### M1 wires

(3 px per um) Cells faint in the background.
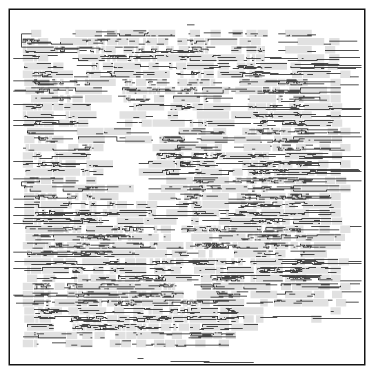
### M2 wires

(4 px per um)
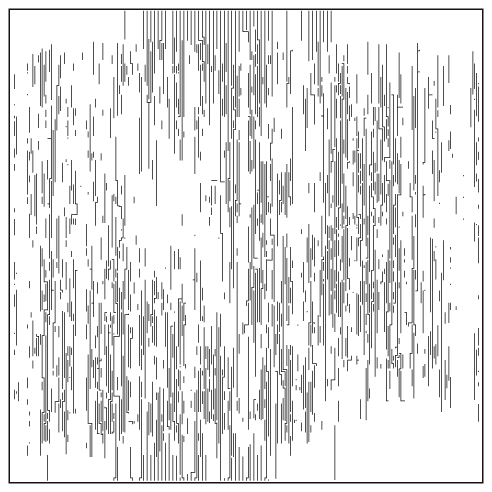
### Signal wires on met3

(2 px per um) Cells faint in the background.
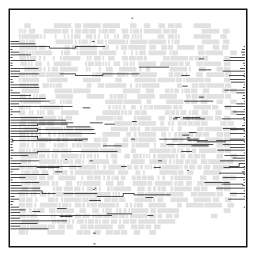
**src/rtl/lsu_mem_ctrl_if.sv**
```systemverilog
// rtl/lsu_mem_ctrl_if.sv - pipeline op/response and data-memory request bus for lsu_mem_ctrl
// master is the controller's view; slave is the pipeline-plus-memory environment.
interface lsu_mem_ctrl_if #(
  parameter int ADDR_W = 32
);
  logic              lsu_valid;
  logic              lsu_ready;
  logic              lsu_we;
  logic [2:0]        lsu_funct3;
  logic [ADDR_W-1:0] lsu_addr;
  logic [31:0]       lsu_wdata;
  logic              resp_valid;
  logic [31:0]       resp_rdata;
  logic [1:0]        resp_err;
  logic              mem_req;
  logic              mem_we;
  logic [ADDR_W-1:0] mem_addr;
  logic [3:0]        mem_be;
  logic [31:0]       mem_wdata;
  logic              mem_ack;
  logic [31:0]       mem_rdata;

  modport master (
    input  lsu_valid, lsu_we, lsu_funct3, lsu_addr, lsu_wdata, mem_ack, mem_rdata,
    output lsu_ready, resp_valid, resp_rdata, resp_err,
    output mem_req, mem_we, mem_addr, mem_be, mem_wdata
  );

  modport slave (
    output lsu_valid, lsu_we, lsu_funct3, lsu_addr, lsu_wdata, mem_ack, mem_rdata,
    input  lsu_ready, resp_valid, resp_rdata, resp_err,
    input  mem_req, mem_we, mem_addr, mem_be, mem_wdata
  );
endinterface

```
**src/rtl/lsu_mem_ctrl.sv**
```systemverilog
// rtl/lsu_mem_ctrl.sv - MEM-stage load/store initiator toward the data memory
// Accepts one op in IDLE, issues a word request, formats load data and reports a status code.
module lsu_mem_ctrl #(
  parameter int ADDR_W  = 32,
  parameter int TIMEOUT = 16
) (
  input  logic           clk,
  input  logic           rst_n,
  lsu_mem_ctrl_if.master bus
);

  localparam int CNT_W = (TIMEOUT > 2) ? $clog2(TIMEOUT) : 1;
  localparam logic [CNT_W-1:0] CNT_LAST = (TIMEOUT > 0) ? CNT_W'(TIMEOUT - 1) : '0;

  typedef enum logic [1:0] {S_IDLE, S_BUSY, S_RESP} state_e;

  state_e state_q, state_d;

  logic              mem_req_q,    mem_req_d;
  logic              mem_we_q,     mem_we_d;
  logic [ADDR_W-1:0] mem_addr_q,   mem_addr_d;
  logic [3:0]        mem_be_q,     mem_be_d;
  logic [31:0]       mem_wdata_q,  mem_wdata_d;
  logic              resp_valid_q, resp_valid_d;
  logic [31:0]       resp_rdata_q, resp_rdata_d;
  logic [1:0]        resp_err_q,   resp_err_d;
  logic [CNT_W-1:0]  cnt_q,        cnt_d;
  logic [1:0]        off_q,        off_d;
  logic [2:0]        f3_q,         f3_d;

  logic        f3_illegal;
  logic        misaligned;
  logic        timeout_hit;
  logic [3:0]  st_be;
  logic [31:0] st_wdata;
  logic [7:0]  ld_byte;
  logic [15:0] ld_half;
  logic [31:0] ld_data;

  // Unsigned loads are meaningless for stores, so SBU/SHU encodings report illegal funct3.
  always_comb begin
    f3_illegal = 1'b0;
    misaligned = 1'b0;
    case (bus.lsu_funct3)
      3'b000: misaligned = 1'b0;
      3'b001: misaligned = bus.lsu_addr[0];
      3'b010: misaligned = |bus.lsu_addr[1:0];
      3'b100: f3_illegal = bus.lsu_we;
      3'b101: begin
        f3_illegal = bus.lsu_we;
        misaligned = bus.lsu_addr[0];
      end
      default: f3_illegal = 1'b1;
    endcase
  end

  assign timeout_hit = (TIMEOUT != 0) && (cnt_q == CNT_LAST);

  always_comb begin
    st_be    = 4'b1111;
    st_wdata = bus.lsu_wdata;
    case (bus.lsu_funct3[1:0])
      2'b00: begin
        st_be    = 4'b0001 << bus.lsu_addr[1:0];
        st_wdata = {4{bus.lsu_wdata[7:0]}};
      end
      2'b01: begin
        st_be    = bus.lsu_addr[1] ? 4'b1100 : 4'b0011;
        st_wdata = {2{bus.lsu_wdata[15:0]}};
      end
      default: begin
        st_be    = 4'b1111;
        st_wdata = bus.lsu_wdata;
      end
    endcase
  end

  always_comb begin
    ld_byte = bus.mem_rdata[{off_q, 3'b000} +: 8];
    ld_half = off_q[1] ? bus.mem_rdata[31:16] : bus.mem_rdata[15:0];
    case (f3_q)
      3'b000:  ld_data = {{24{ld_byte[7]}}, ld_byte};
      3'b100:  ld_data = {24'b0, ld_byte};
      3'b001:  ld_data = {{16{ld_half[15]}}, ld_half};
      3'b101:  ld_data = {16'b0, ld_half};
      default: ld_data = bus.mem_rdata;
    endcase
  end

  always_ff @(posedge clk or negedge rst_n) begin
    if (!rst_n) begin
      state_q <= S_IDLE;
    end else begin
      state_q <= state_d;
    end
  end

  always_comb begin
    state_d = state_q;
    case (state_q)
      S_IDLE: begin
        if (bus.lsu_valid) begin
          state_d = (f3_illegal || misaligned) ? S_RESP : S_BUSY;
        end
      end
      S_BUSY: begin
        if (bus.mem_ack || timeout_hit) begin
          state_d = S_RESP;
        end
      end
      default: state_d = S_IDLE;
    endcase
  end

  // A same-cycle ack takes priority over the timeout, so it is tested first.
  always_comb begin
    mem_req_d    = mem_req_q;
    mem_we_d     = mem_we_q;
    mem_addr_d   = mem_addr_q;
    mem_be_d     = mem_be_q;
    mem_wdata_d  = mem_wdata_q;
    resp_valid_d = 1'b0;
    resp_rdata_d = resp_rdata_q;
    resp_err_d   = resp_err_q;
    cnt_d        = cnt_q;
    off_d        = off_q;
    f3_d         = f3_q;
    case (state_q)
      S_IDLE: begin
        if (bus.lsu_valid) begin
          if (f3_illegal || misaligned) begin
            resp_valid_d = 1'b1;
            resp_rdata_d = '0;
            resp_err_d   = f3_illegal ? 2'b11 : 2'b01;
          end else begin
            mem_req_d   = 1'b1;
            mem_we_d    = bus.lsu_we;
            mem_addr_d  = {bus.lsu_addr[ADDR_W-1:2], 2'b00};
            mem_be_d    = bus.lsu_we ? st_be : 4'b0000;
            mem_wdata_d = bus.lsu_we ? st_wdata : '0;
            off_d       = bus.lsu_addr[1:0];
            f3_d        = bus.lsu_funct3;
            cnt_d       = '0;
          end
        end
      end
      S_BUSY: begin
        if (bus.mem_ack) begin
          mem_req_d    = 1'b0;
          mem_we_d     = 1'b0;
          mem_be_d     = 4'b0000;
          resp_valid_d = 1'b1;
          resp_err_d   = 2'b00;
          resp_rdata_d = mem_we_q ? '0 : ld_data;
        end else if (timeout_hit) begin
          mem_req_d    = 1'b0;
          mem_we_d     = 1'b0;
          mem_be_d     = 4'b0000;
          resp_valid_d = 1'b1;
          resp_err_d   = 2'b10;
          resp_rdata_d = '0;
        end else begin
          cnt_d = cnt_q + 1'b1;
        end
      end
      default: resp_valid_d = 1'b0;
    endcase
  end

  always_ff @(posedge clk or negedge rst_n) begin
    if (!rst_n) begin
      mem_req_q    <= 1'b0;
      mem_we_q     <= 1'b0;
      mem_addr_q   <= '0;
      mem_be_q     <= 4'b0000;
      mem_wdata_q  <= '0;
      resp_valid_q <= 1'b0;
      resp_rdata_q <= '0;
      resp_err_q   <= 2'b00;
      cnt_q        <= '0;
      off_q        <= 2'b00;
      f3_q         <= 3'b000;
    end else begin
      mem_req_q    <= mem_req_d;
      mem_we_q     <= mem_we_d;
      mem_addr_q   <= mem_addr_d;
      mem_be_q     <= mem_be_d;
      mem_wdata_q  <= mem_wdata_d;
      resp_valid_q <= resp_valid_d;
      resp_rdata_q <= resp_rdata_d;
      resp_err_q   <= resp_err_d;
      cnt_q        <= cnt_d;
      off_q        <= off_d;
      f3_q         <= f3_d;
    end
  end

  assign bus.lsu_ready  = (state_q == S_IDLE);
  assign bus.mem_req    = mem_req_q;
  assign bus.mem_we     = mem_we_q;
  assign bus.mem_addr   = mem_addr_q;
  assign bus.mem_be     = mem_be_q;
  assign bus.mem_wdata  = mem_wdata_q;
  assign bus.resp_valid = resp_valid_q;
  assign bus.resp_rdata = resp_rdata_q;
  assign bus.resp_err   = resp_err_q;

endmodule

```
**src/flat_wrapper.sv**
```systemverilog
// flat-port wrapper written by rule: the top's interface ports become plain ports
module lsu_mem_ctrl_flat 
#(
  parameter int ADDR_W  = 32,
  parameter int TIMEOUT = 16
)
  (clk, rst_n, bus_lsu_valid, bus_lsu_we, bus_lsu_funct3, bus_lsu_addr, bus_lsu_wdata, bus_mem_ack, bus_mem_rdata, bus_lsu_ready, bus_resp_valid, bus_resp_rdata, bus_resp_err, bus_mem_req, bus_mem_we, bus_mem_addr, bus_mem_be, bus_mem_wdata);
  lsu_mem_ctrl_if #(.ADDR_W(ADDR_W)) bus_i ();
  input  logic clk;
  input  logic rst_n;
  input wire logic [$bits(bus_i.lsu_valid)-1:0] bus_lsu_valid;
  input wire logic [$bits(bus_i.lsu_we)-1:0] bus_lsu_we;
  input wire logic [$bits(bus_i.lsu_funct3)-1:0] bus_lsu_funct3;
  input wire logic [$bits(bus_i.lsu_addr)-1:0] bus_lsu_addr;
  input wire logic [$bits(bus_i.lsu_wdata)-1:0] bus_lsu_wdata;
  input wire logic [$bits(bus_i.mem_ack)-1:0] bus_mem_ack;
  input wire logic [$bits(bus_i.mem_rdata)-1:0] bus_mem_rdata;
  output wire logic [$bits(bus_i.lsu_ready)-1:0] bus_lsu_ready;
  output wire logic [$bits(bus_i.resp_valid)-1:0] bus_resp_valid;
  output wire logic [$bits(bus_i.resp_rdata)-1:0] bus_resp_rdata;
  output wire logic [$bits(bus_i.resp_err)-1:0] bus_resp_err;
  output wire logic [$bits(bus_i.mem_req)-1:0] bus_mem_req;
  output wire logic [$bits(bus_i.mem_we)-1:0] bus_mem_we;
  output wire logic [$bits(bus_i.mem_addr)-1:0] bus_mem_addr;
  output wire logic [$bits(bus_i.mem_be)-1:0] bus_mem_be;
  output wire logic [$bits(bus_i.mem_wdata)-1:0] bus_mem_wdata;
  assign bus_i.lsu_valid = bus_lsu_valid;
  assign bus_i.lsu_we = bus_lsu_we;
  assign bus_i.lsu_funct3 = bus_lsu_funct3;
  assign bus_i.lsu_addr = bus_lsu_addr;
  assign bus_i.lsu_wdata = bus_lsu_wdata;
  assign bus_i.mem_ack = bus_mem_ack;
  assign bus_i.mem_rdata = bus_mem_rdata;
  assign bus_lsu_ready = bus_i.lsu_ready;
  assign bus_resp_valid = bus_i.resp_valid;
  assign bus_resp_rdata = bus_i.resp_rdata;
  assign bus_resp_err = bus_i.resp_err;
  assign bus_mem_req = bus_i.mem_req;
  assign bus_mem_we = bus_i.mem_we;
  assign bus_mem_addr = bus_i.mem_addr;
  assign bus_mem_be = bus_i.mem_be;
  assign bus_mem_wdata = bus_i.mem_wdata;
  lsu_mem_ctrl #(.ADDR_W(ADDR_W), .TIMEOUT(TIMEOUT)) u_core (.clk(clk), .rst_n(rst_n), .bus(bus_i));
endmodule
```
**config.mk**
```make
export PLATFORM = sky130hd
export DESIGN_NAME = lsu_mem_ctrl_flat
export DESIGN_NICKNAME = d
export VERILOG_FILES = /design/src/rtl/lsu_mem_ctrl_if.sv /design/src/rtl/lsu_mem_ctrl.sv /design/src/flat_wrapper.sv
export SDC_FILE = /design/constraint.sdc
export NUM_CORES = 1
export LEC_CHECK = 0
export CAP_MARGIN = 10
export CORE_MARGIN = 4
export CORE_UTILIZATION = 44
export CTS_CLUSTER_DIAMETER = 40
export DETAILED_ROUTE_END_ITERATION = 16
export GPL_ROUTABILITY_DRIVEN = 0
export PLACE_DENSITY = 0.81
export SLEW_MARGIN = 40
export SYNTH_ARGS = -nofsm -noshare
export SYNTH_HDL_FRONTEND = slang
export SYNTH_SLANG_ARGS = --single-unit
```
**constraint.sdc**
```tcl
create_clock -name clk -period 2.3 [get_ports clk]
set_input_delay 0.46 -clock clk [delete_from_list [all_inputs] [get_ports clk]]
set_output_delay 0.46 -clock clk [all_outputs]
set_load 0.02 [all_outputs]
```
==> impl_metrics.tcl <==
# yosys + openroad results
set metrics [dict create \
    chip_area_um2 13900 \
    grtUsageMet3_pct 10.8 \
    drc 0 \
    synthCells 548 \
    cap_violations 0 \
    final_util_pct 71.5 \
    cts_buffer_depth 2 \
    diodes 0 \
    final-setup-viol-count 0 \
    grt_pass1_wl_um 27300 \
    relSlewSlack_pct 48.4 \
    combGateArea_um2 2230 \
    clkLatencyLatePin_ps 410 \
    finalClockPeriodUsage_pct 92.8 \
    top_usage_layer "met2" \
    instances_no_fill 919 \
    vias 4953 \
    wl_per_cell_um 18.2 \
    rr_startpoint "u_core.cnt_q[0]" \
    yosys-stat-cells 548 \
    holdPathEnd "u_core.bus.mem_wdata[28]" \
    lay_top_count "clkdlybuf4s50_1" \
    fill_cells 864 \
    grt_use_met2_pct 41.4 \
    syn_to_final_growth_pct 56.1 \
    fmax_mhz 468 \
    hpwl_um 12300 \
    crit_arrival_ps 1680 \
    antenna_found_initial 0 \
    status "finished clean" \
    drive_gt1_share_pct 11.3 \
    flop_area_um2 2850 \
    hold_violations 0 \
    powerDensity_nw_per_um2 1090 \
    hp-class "reg -> reg" \
    maxUsedRoutingLayer "met4" \
]
Back to the opening pictures, 'M1 wires':
wire length on this layer = 6410 um
share of all routed wire = 38%
nets with wire on the layer = 741
longest straight run = 24.4 um
main direction = horizontal

Back to the opening pictures, 'M2 wires':
share of all routed wire = 50%
main direction = vertical
wire length on this layer = 8440 um
nets with wire on the layer = 758
longest straight run = 61.9 um

Back to the opening pictures, 'Signal wires on met3':
nets with wire on the layer = 158
main direction = horizontal

worst max-delay path: stages (launching register included):
cell	delay, ps
dfrtp_1	370
buf_4	160
nor2_1	100
clkdlybuf4s50_1	640
area by class of cell:
cell class / count / area share, %
flip-flops and latches: 114 / 34.3
repair buffers: 236 / 28.3
multi-input cells: 386 / 26.9
clock buffers: 21 / 5.42
clock inverters: 11 / 2.50
well taps: 143 / 2.15
inverters: 8 / 0.362
registers in the layout, summed over array words and instances, names as in the netlist:
register               flops
u_core.bus.mem_wdata      32
u_core.bus.resp_rdata     32
u_core.bus.mem_addr       30
u_core.bus.mem_be          4
u_core.cnt_q               4
u_core.f3_q                3
u_core.bus.resp_err        2
u_core.off_q               2
u_core.state_q             2
u_core.bus.mem_req         1
u_core.bus.mem_we          1
u_core.bus.resp_valid      1
synthesized netlist by cell type, types with 2 or more instances:
| master | n | area, um^2 |
|---|---|---|
| buf_2 | 12 | 60.1 |
| inv_1 | 8 | 30.0 |
| a211oi_1 | 7 | 52.6 |
| buf_4 | 5 | 37.5 |
| clkbuf_1 | 21 | 78.8 |
| a21oi_1 | 4 | 20.0 |
| nor2_1 | 13 | 48.8 |
| mux2i_1 | 16 | 160 |
| a221o_1 | 22 | 220 |
| mux2_2 | 18 | 203 |
| buf_6 | 3 | 33.8 |
| nor3_1 | 3 | 15.0 |
| o22ai_1 | 3 | 18.8 |
| mux4_2 | 2 | 45.0 |
| o2bb2ai_1 | 9 | 78.8 |
| dfrtp_1 | 114 | 2850 |
| a22o_1 | 3 | 26.3 |
| a32o_1 | 2 | 20.0 |
| a21o_1 | 5 | 37.5 |
| o211ai_1 | 5 | 37.5 |
| o21ai_0 | 29 | 145 |
| nand2b_1 | 3 | 18.8 |
| and3_1 | 2 | 12.5 |
| nand3_1 | 30 | 150 |
| nor3b_1 | 2 | 15.0 |
| nand2_1 | 184 | 691 |
worst max-delay path by stage:
stage,start,to,cells after the start
floorplan,bus_lsu_we,u_core.bus.resp_rdata[24],7
global placement,bus_mem_ack,u_core.bus.resp_rdata[19],4
detailed placement,bus_lsu_funct3[2],u_core.bus.resp_rdata[16],6
CTS,u_core.state_q[1],bus_lsu_ready,3
global route,u_core.state_q[1],bus_lsu_ready,3
finish,u_core.state_q[1],bus_lsu_ready,3
kinds of logic after synthesis:
| kind of cell | count (synthesis) | share of synthesized area, % |
|---|---|---|
| buffers and inverters | 49 | 4.51 |
| multiplexers | 36 | 7.66 |
| AND/OR/NAND/NOR | 247 | 19.6 |
| adder cells (fa/ha/maj) | 1 | 0.235 |
| AND-OR/OR-AND | 98 | 14.0 |
| XOR/XNOR | 2 | 0.329 |
| other | 1 | 0.0705 |
| flip-flops | 114 | 53.6 |
power by group:
group | internal [uW] | leakage [uW] | switching [uW] | total, uW
clock network | 2050 | 0.000321 | 904 | 2960
registers | 2560 | 0.00149 | 405 | 2960
logic | 1510 | 0.00202 | 1610 | 3120
per-stage QoR:
stage	cell area [um^2]	power [uW]
final	8310	9040
after global routing	8310	9480
after CTS	8310	9110
after detailed placement	7640	6110
after global placement	7640	6010
after floorplan	5330	4470
Power is estimated from default activity; no workload was simulated.
